### I/O nets highlighted, run 1

The bar under the picture is 20 microns long.
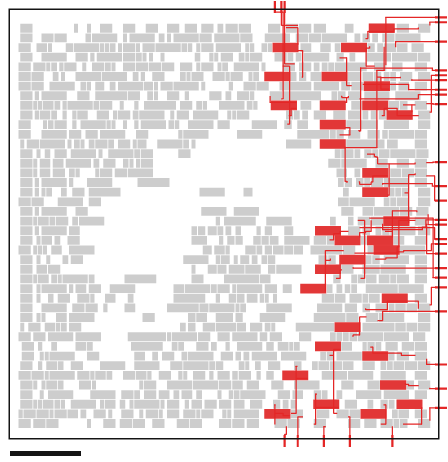
### Metal layers overlaid, run 1

Two of the layers only.
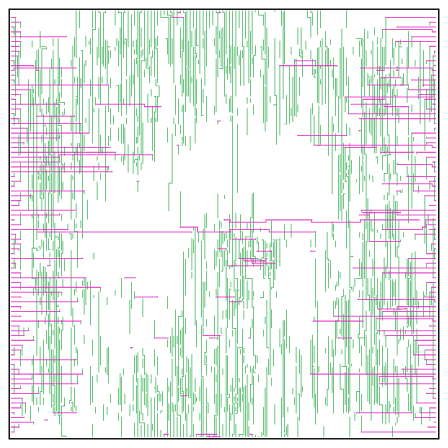
### Where the registers sit, run 1

The bar under the picture is 20 microns long. Other sequential cells in the stronger gray, the rest of the logic in the fainter gray.
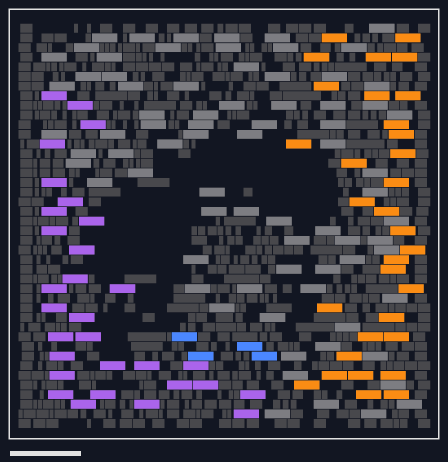
## config.mk

```make
export PLATFORM = sky130hd
export DESIGN_NAME = mem_arbiter
export DESIGN_NICKNAME = d
export VERILOG_FILES = /design/src/rtl/mem_arbiter.sv
export SDC_FILE = /design/constraint.sdc
export NUM_CORES = 1
export LEC_CHECK = 0
export ABC_CLOCK_PERIOD_IN_PS = 2700
export CORE_MARGIN = 2
export CORE_UTILIZATION = 40
export DETAILED_ROUTE_END_ITERATION = 8
export PLACE_DENSITY = 0.85
export SLEW_MARGIN = 10
export SYNTH_ARGS = -nofsm -noshare
export SYNTH_HDL_FRONTEND = slang
export SYNTH_SLANG_ARGS = --single-unit
```

## constraint.sdc

```tcl
create_clock -name clk -period 2.7 [get_ports clk]
set_input_delay 0.27 -clock clk [delete_from_list [all_inputs] [get_ports clk]]
set_output_delay 0.27 -clock clk [all_outputs]
set_load 0.03 [all_outputs]
```

## src/rtl/mem_arbiter.sv

```systemverilog
// mem_arbiter: shares one external word bus between instruction fetch and data access; data wins, misaligned addresses fault without bus activity.
// Ports: clk, rst (sync, active-high); fetch port if_req/if_addr -> if_data/if_exc_code/if_ready;
// data port mem_req/mem_we/mem_addr/mem_wdata/mem_be -> mem_rdata/mem_exc_code/mem_ready;
// bus port bus_addr/bus_wdata/bus_be/bus_we/bus_oe, bus_rdata; stall to the pipeline.
module mem_arbiter #(
  parameter int WAIT_CYCLES = 1,
  parameter int EXC_CODE_WIDTH = 5,
  parameter logic [EXC_CODE_WIDTH-1:0] EC_NONE = '0,
  parameter logic [EXC_CODE_WIDTH-1:0] EC_ADEL = EXC_CODE_WIDTH'(4),
  parameter logic [EXC_CODE_WIDTH-1:0] EC_ADES = EXC_CODE_WIDTH'(5)
) (
  input  logic                      clk,
  input  logic                      rst,
  input  logic                      if_req,
  input  logic [31:0]               if_addr,
  output logic [31:0]               if_data,
  output logic [EXC_CODE_WIDTH-1:0] if_exc_code,
  output logic                      if_ready,
  input  logic                      mem_req,
  input  logic                      mem_we,
  input  logic [31:0]               mem_addr,
  input  logic [31:0]               mem_wdata,
  input  logic [3:0]                mem_be,
  output logic [31:0]               mem_rdata,
  output logic [EXC_CODE_WIDTH-1:0] mem_exc_code,
  output logic                      mem_ready,
  output logic [29:0]               bus_addr,
  output logic [31:0]               bus_wdata,
  output logic [3:0]                bus_be,
  output logic                      bus_we,
  output logic                      bus_oe,
  input  logic [31:0]               bus_rdata,
  output logic                      stall
);
  typedef enum logic [1:0] {IDLE, MEM_ACC, IF_ACC} state_t;
  localparam logic [3:0] WC = 4'(WAIT_CYCLES);
  state_t state;
  logic [3:0] cnt;
  logic [29:0] addr_q;
  logic [31:0] wdata_q;
  logic [3:0] be_q;
  logic we_q;
  // A port whose ready is high this cycle has just been served and is skipped.
  logic sel_mem, sel_if, busy, done;
  logic [31:0] sel_addr;
  assign sel_mem = mem_req & ~mem_ready;
  assign sel_if = ~sel_mem & if_req & ~if_ready;
  assign sel_addr = sel_mem ? mem_addr : if_addr;
  assign busy = state != IDLE;
  assign done = busy && cnt == WC;
  assign bus_addr = addr_q;
  assign bus_wdata = wdata_q;
  assign bus_be = busy ? be_q : 4'h0;
  assign bus_we = busy & we_q;
  assign bus_oe = busy & ~we_q;
  assign stall = (if_req & ~if_ready) | (mem_req & ~mem_ready);
  always_ff @(posedge clk) begin
    if (rst) begin
      state <= IDLE;
      cnt <= '0;
      addr_q <= '0;
      wdata_q <= '0;
      be_q <= '0;
      we_q <= 1'b0;
      if_ready <= 1'b0;
      mem_ready <= 1'b0;
      if_data <= '0;
      mem_rdata <= '0;
      if_exc_code <= EC_NONE;
      mem_exc_code <= EC_NONE;
    end else begin
      if_ready <= 1'b0;
      mem_ready <= 1'b0;
      if (!busy) begin
        if ((sel_mem | sel_if) && sel_addr[1:0] != 2'b00) begin
          if (sel_mem) begin
            mem_ready <= 1'b1;
            mem_rdata <= '0;
            mem_exc_code <= mem_we ? EC_ADES : EC_ADEL;
          end else begin
            if_ready <= 1'b1;
            if_data <= '0;
            if_exc_code <= EC_ADEL;
          end
        end else if (sel_mem | sel_if) begin
          addr_q <= sel_addr[31:2];
          wdata_q <= sel_mem ? mem_wdata : wdata_q;
          be_q <= sel_mem ? mem_be : 4'hF;
          we_q <= sel_mem & mem_we;
          cnt <= '0;
          state <= sel_mem ? MEM_ACC : IF_ACC;
        end
      end else if (done) begin
        state <= IDLE;
        if (state == MEM_ACC) begin
          mem_ready <= 1'b1;
          mem_rdata <= we_q ? 32'h0 : bus_rdata;
          mem_exc_code <= EC_NONE;
        end else begin
          if_ready <= 1'b1;
          if_data <= bus_rdata;
          if_exc_code <= EC_NONE;
        end
      end else
        cnt <= cnt + 4'd1;
    end
  end
endmodule

```

==> summary.txt, run 1 <==
On the backend side, the flow ran end to end.

TritonCTS built the clock tree. Relative to the synthesized area, the layout overhead comes to 63.7%. The synthesis run shows the most used standard cells to be sky130_fd_sc_hd__dfxtp_1 (142), sky130_fd_sc_hd__nand2_1 (131), sky130_fd_sc_hd__a21oi_1 (39), sky130_fd_sc_hd__nor3_1 (39), sky130_fd_sc_hd__nand3_1 (36). The leakage power summed over all cells stands at roughly 3.2 nW. The post-route clock period utilization stands at 92.2%. The largest incremental delay on the critical path stands at 690 ps. The register bit count reported by yosys stands at 142. Multiplexer cells account for 0% of the synthesized area. Of the total power, the clock network draws 44.4%. The region available for standard cell placement spans between 0.01 and 0.015 sq mm. Setup repair after global routing left no endpoint under its margin. The floorplan report lists the tap cell count as 176. The clock tree cell share of total cell area stands at 7.05%. STA classifies the critical path endpoint as an output port. The run finished with clean final reports. The yosys synthesis warning count stands at 0. The maximum VDD drop stands at 0.406 mV. The clock-net power stands at 2.48 mW. The total of endpoints with negative setup slack in the final report stands at 0. The number of standard cells in the final layout excluding fillers stands at ~1100. Per the final report, the share of cell area in non-clock buffers is 32.1%. In the final layout, multi-input gates take up 26.4% of the cell area. The transition at the pin with the smallest max-transition slack stands at 956 ps. Global routing put the most usage on met2. STA puts the critical path data arrival time at 2220 ps.

In the per-layer summary, the met1 wirelength comes to between 6000 and 7000 microns. The ratio of cells with drive above 1 in the final layout stands at 6.18%. The shortest clock period the worst path allows after layout stands at around 2500 ps. The layout filler cell count stands at 1083.

The initial antenna violation count stands at 0. Leaving out fill and tap cells, the most frequent cells in the layout are sky130_fd_sc_hd__clkdlybuf4s50_1 (273), sky130_fd_sc_hd__dfxtp_1 (142), sky130_fd_sc_hd__nand2_1 (131), sky130_fd_sc_hd__a21oi_1 (39), sky130_fd_sc_hd__nor3_1 (38). Post-synth the commonest register cell is sky130_fd_sc_hd__dfxtp_1. The net count of the finished layout is between 1000 and 1500. The cell sitting at the root of the clock tree is a sky130_fd_sc_hd__clkbuf_16. The maximum clock rate stands at 402 MHz. The first-pass detailed-route iteration total stands at 5. The kind of cell with the highest combined delay along the critical path is buffers and inverters. The wire length of the first global-routing pass stands at 27500 microns.

The via count of the first global-routing pass is between 5000 and 6000. The portion of synthesized cell area occupied by the leading cell type stands at 52.1%. The skew report gives the latency at the later pin of the worst-skew pair as 420 ps.
Back to the opening pictures, 'I/O nets highlighted':
| color | port | bits | direction | edge | end cells | buffers | wire |
|---|---|---|---|---|---|---|---|
| red | mem_rdata | 32 | output | 24 right, 5 bottom, 3 top | 32 | 32 | 894 microns |
Port Buffer Count: 274
number of placed I/O pins: 282

Back to the opening pictures, 'Metal layers overlaid':
| color | layer | wire length |
|---|---|---|
| magenta | metal 3 | 1820 microns |
| green | metal 2 | 8400 microns |
overall fraction of global-route tracks in use: 23.9%
routed wire length: 17600 microns
via count: 5545
routed len/inst: 16.5 microns

Back to the opening pictures, 'Where the registers sit':
| color | signal | placed flops |
|---|---|---|
| orange | if_data | 32 |
| blue | be_q | 4 |
| purple | bus_addr | 30 |
share of the final layout cell area in sequential cells: 31.9%
Register Area: 0.00284 sq mm
Post-Route Utilization: 67.1%
Flop+latch power: 2.22 mW

==> run 2, diff against run 1 <==
Settings changed: CORE_MARGIN 2 to not set.
==> summary.txt, run 2 <==
On the backend side, the flow ran end to end.

The portion of synthesized cell area occupied by the leading cell type stands at a little over half. By count the netlist is led by sky130_fd_sc_hd__dfxtp_1 (142), sky130_fd_sc_hd__nand2_1 (131), sky130_fd_sc_hd__a21oi_1 (39), sky130_fd_sc_hd__nor3_1 (39), sky130_fd_sc_hd__nand3_1 (36). The layout-stage area growth over the synthesis result stands at 64.0%. The flow reports an fmax of 410 MHz. After synthesis the netlist holds a flip-flop and latch count of 142. CTS placed an instance of sky130_fd_sc_hd__clkbuf_16 at the clock tree root. The flow inserted 176 tap cells. The routed length per placed instance stands at 15.8 microns.

The total of endpoints with negative setup slack in the final report stands at 0. Registers take around 0.0028 sq mm. The yosys synthesis warning count stands at 0.

On the critical path the data arrives at between 2000 and 2500 ps. The timing report attributes the biggest portion of critical-path delay to simple AND/OR/NAND/NOR gates. The worst hold path begins at rst. Wires add up to about 17000 microns.

The number of violations of the max-capacitance limit stands at 0. The number of standard cells in the final layout excluding fillers stands at 1069. The via count of the first global-routing pass stands at roughly 5200. The maximum VDD drop stands at 0.404 mV. Buffers outside the clock tree occupy ~32% of the routed design's cell area. For the clock group, total power comes out at around 2.4 mW. The leakage power summed over all cells stands at 3.19 nW. Across the whole layout, multi-input logic makes up 26.3% of the cell area.

The net total in the final layout stands at 1019. The area fraction in mux cells stands at 0%. The post-route utilization of the core is recorded as between 60% and 70%. In the per-layer summary, the met1 wirelength comes to 7050 microns.

The post-route clock period utilization stands at 90.4%. The initial antenna violation count came to 0. During I/O placement, the number of pins put on the boundary was 282.

TritonCTS built the clock tree. In the final layout, the fill cell count is around 1100. The number of vias after detailed routing stands at 5539.

The run finished with clean final reports. Setup repair after global routing left no endpoint under its margin. The top cell types in the final layout, fill and taps aside, are sky130_fd_sc_hd__clkdlybuf4s50_1 (273), sky130_fd_sc_hd__dfxtp_1 (142), sky130_fd_sc_hd__nand2_1 (131), sky130_fd_sc_hd__a21oi_1 (39), sky130_fd_sc_hd__nor3_1 (38). In this run the tool buffered the top-level ports with about 270 buffer cells.

The source-to-sink clock delay at the later pin of the worst-skew pair stands at 410 ps. In the final layout, clock buffers and inverters account for 6.89% of the cell area. The first-pass detailed-route iteration total stands at 5. Looking at the cell usage after synthesis, the top flip-flop cell is sky130_fd_sc_hd__dfxtp_1. The shortest clock period the worst path allows after layout stands at approximately 2400 ps.
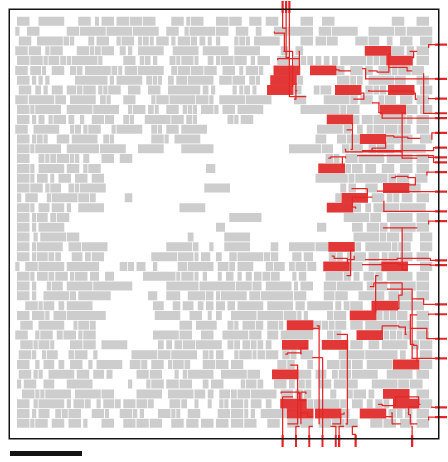
*I/O nets highlighted, run 2*
The bar under the picture is 20 microns long.
| color | port | bits | direction | edge | end cells | buffers | wire |
|---|---|---|---|---|---|---|---|
| red | mem_rdata | 32 | output | 21 right, 8 bottom, 3 top | 32 | 32 | 796 microns |

==> run 3, diff against run 2 <==
Settings changed: ABC_AREA set to 0, CORE_MARGIN set to 2, CTS_CLUSTER_DIAMETER set to 100.
==> summary.txt, run 3 <==
On the backend side, the flow ran end to end.

The flow ran to the end, and the final reports show no timing, DRC or antenna violations. For this run, the number of standard cells in the final layout without fillers is 1066. The adder and majority gate portion of the synthesized area stands at 0.459%.

In the final layout, flip-flops and latches take up between 30% and 40% of the cell area. Per the post-run analysis, buffers plus inverters along the critical path come to 1. Static timing analysis puts the maximum clock frequency at 402 MHz. Per the placement report, the placed cell count is 1034. Setup repair after global routing left no endpoint under its margin. The number of hold-repair buffers added at the cts stage stands at 0. The path with the worst hold slack has its endpoint at cnt[0]$_SDFFE_PP0P_. Detailed routing placed a total of approximately 1800 microns of wire on met3. The class occupying the most area after layout is reported as buffers.

Post-synthesis, Yosys gives the total cell area as 0.00545 sq mm. The mean instance size in the synthesized netlist stands at 8.66 sq um. The number of maximum-capacitance violations recorded for the run is 0. The layout report gives the multi-input gate share of total cell area as a little over a quarter. By count the netlist is led by sky130_fd_sc_hd__dfxtp_1 (142), sky130_fd_sc_hd__nand2_1 (131), sky130_fd_sc_hd__a21oi_1 (39), sky130_fd_sc_hd__nor3_1 (39), sky130_fd_sc_hd__nand3_1 (36). The ratio of cells with drive above 1 in the final layout stands at 6.18%.

The post-route clock period utilization stands at 92.2%. Following the worst setup path forward leads to its endpoint at bus_be[2]. The floorplan has 42 rows. The worst path in the final design needs a cycle of between 2000 and 2500 ps, including I/O delays and setup. Detailed routing inserted a total of 5545 vias. The antenna diode count stands at 0. The share of total power dissipated in the clock network is 44.4%.

Clock tree synthesis inserted a total of 17 buffers. On the critical path the data arrives at 2220 ps. TritonCTS built the clock tree. The yosys synthesis warning count stands at 0. The placement report lists the number of port buffers as 274. The via count of the first global-routing pass is 5388.

The internal power of the cells totals ~4.2 mW. The synthesis stats list as the most numerous cell sky130_fd_sc_hd__dfxtp_1. Leaving out fill and tap cells, the most frequent cells in the layout are sky130_fd_sc_hd__clkdlybuf4s50_1 (273), sky130_fd_sc_hd__dfxtp_1 (142), sky130_fd_sc_hd__nand2_1 (131), sky130_fd_sc_hd__a21oi_1 (39), sky130_fd_sc_hd__nor3_1 (38). In this run the cell area of the synthesized design comes to 0.00545 sq mm. Measured against its own limit, the worst slew margin works out to 35.4%.

The clock sink count stands at 142. Sequential cells consume a total of 2.22 mW. The layer flagged by global routing as most heavily used is met2. STA classifies the critical path endpoint as an output port. The final-layout non-clock buffer area share stands at 32.1%. The aggregate global-route resource usage stands at about a quarter. STA lists the startpoint of the worst hold path as rst. The flip-flop and latch area stands at 0.00284 sq mm. The register bit count reported by yosys stands at between 100 and 150.

The timing report attributes the biggest portion of critical-path delay to buffers and inverters. The pin closest to its max-slew limit shows a slew of 956 ps. The total of endpoints with negative setup slack in the final report stands at 0. The pre-antenna-repair detailed-routing pass consisted of 5 iterations.

The first global-routing pass estimated 27500 microns of wire. According to the I/O placement log, the pin count is approximately 280. In the final routing, the length of wire on met1 measures about 7000 microns. Measured against the total synthesized area, the mux share comes to 0%.

The routed length per placed instance stands at between 15 and 20 microns. The share of flip-flops with an asynchronous set or reset after synthesis stands at 0%. The maximum VDD drop stands at 0.406 mV.

The total routed wirelength stands at 17600 microns. Per the synth stats, the flop cell with the highest instance count is sky130_fd_sc_hd__dfxtp_1. The accumulated negative setup slack stands at 0 ps. The power share of the combinational group stands at between 15 and 20%. The utilization of the core after routing stands at between 60% and 70%. The initial DRC count stands at 399.

In this run the layout overhead on the synthesized area is reported as 63.7%. There are 142 flip-flops and latches. The source-to-sink clock delay at the later pin of the worst-skew pair stands at 420 ps. At the worst endpoint, the required time is 2430 ps. The timing report gives the biggest stage delay along the critical path as 690 ps. The clock buffer count in the final layout stands at 19.

The highest metal layer carrying signal wires in the routed design is met4. The clock-net power stands at between 2 and 2.5 mW. The initial antenna violation count is 0.

Clock tree synthesis selected as its root buffer the cell sky130_fd_sc_hd__clkbuf_16. Clock tree buffers and inverters occupy about 7% of the routed design's cell area. The layout filler cell count stands at 1083.

The global routing report lists met3 layer usage as 10.0%. The total area inside the core boundary comes to 0.0133 sq mm. The net total in the final layout stands at between 1000 and 1500.

The timing report gives the worst reg2reg path a setup slack of 300 ps. The horizontal die dimension stands at 121 microns. Counting instances, the worst hold path has a depth of 2. The tap cell count stands at 176. The leakage power summed over all cells stands at about 3.2 nW. The share of synthesized area in the top cell type comes to 52.1%. The detail-routed via count per cell stands at 5.20. Per the CTS log, the buffer count on the longest clock path is 2. The count of cells resized by post-cts repair stands at 0.
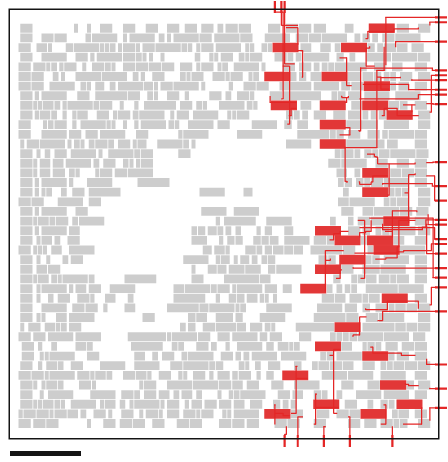
*I/O nets highlighted, run 3*
The bar under the picture is 20 microns long.
| color | port | bits | direction | edge | end cells | buffers | wire |
|---|---|---|---|---|---|---|---|
| red | mem_rdata | 32 | output | 24 right, 5 bottom, 3 top | 32 | 32 | 894 microns |

Power and IR drop assume default switching activity.
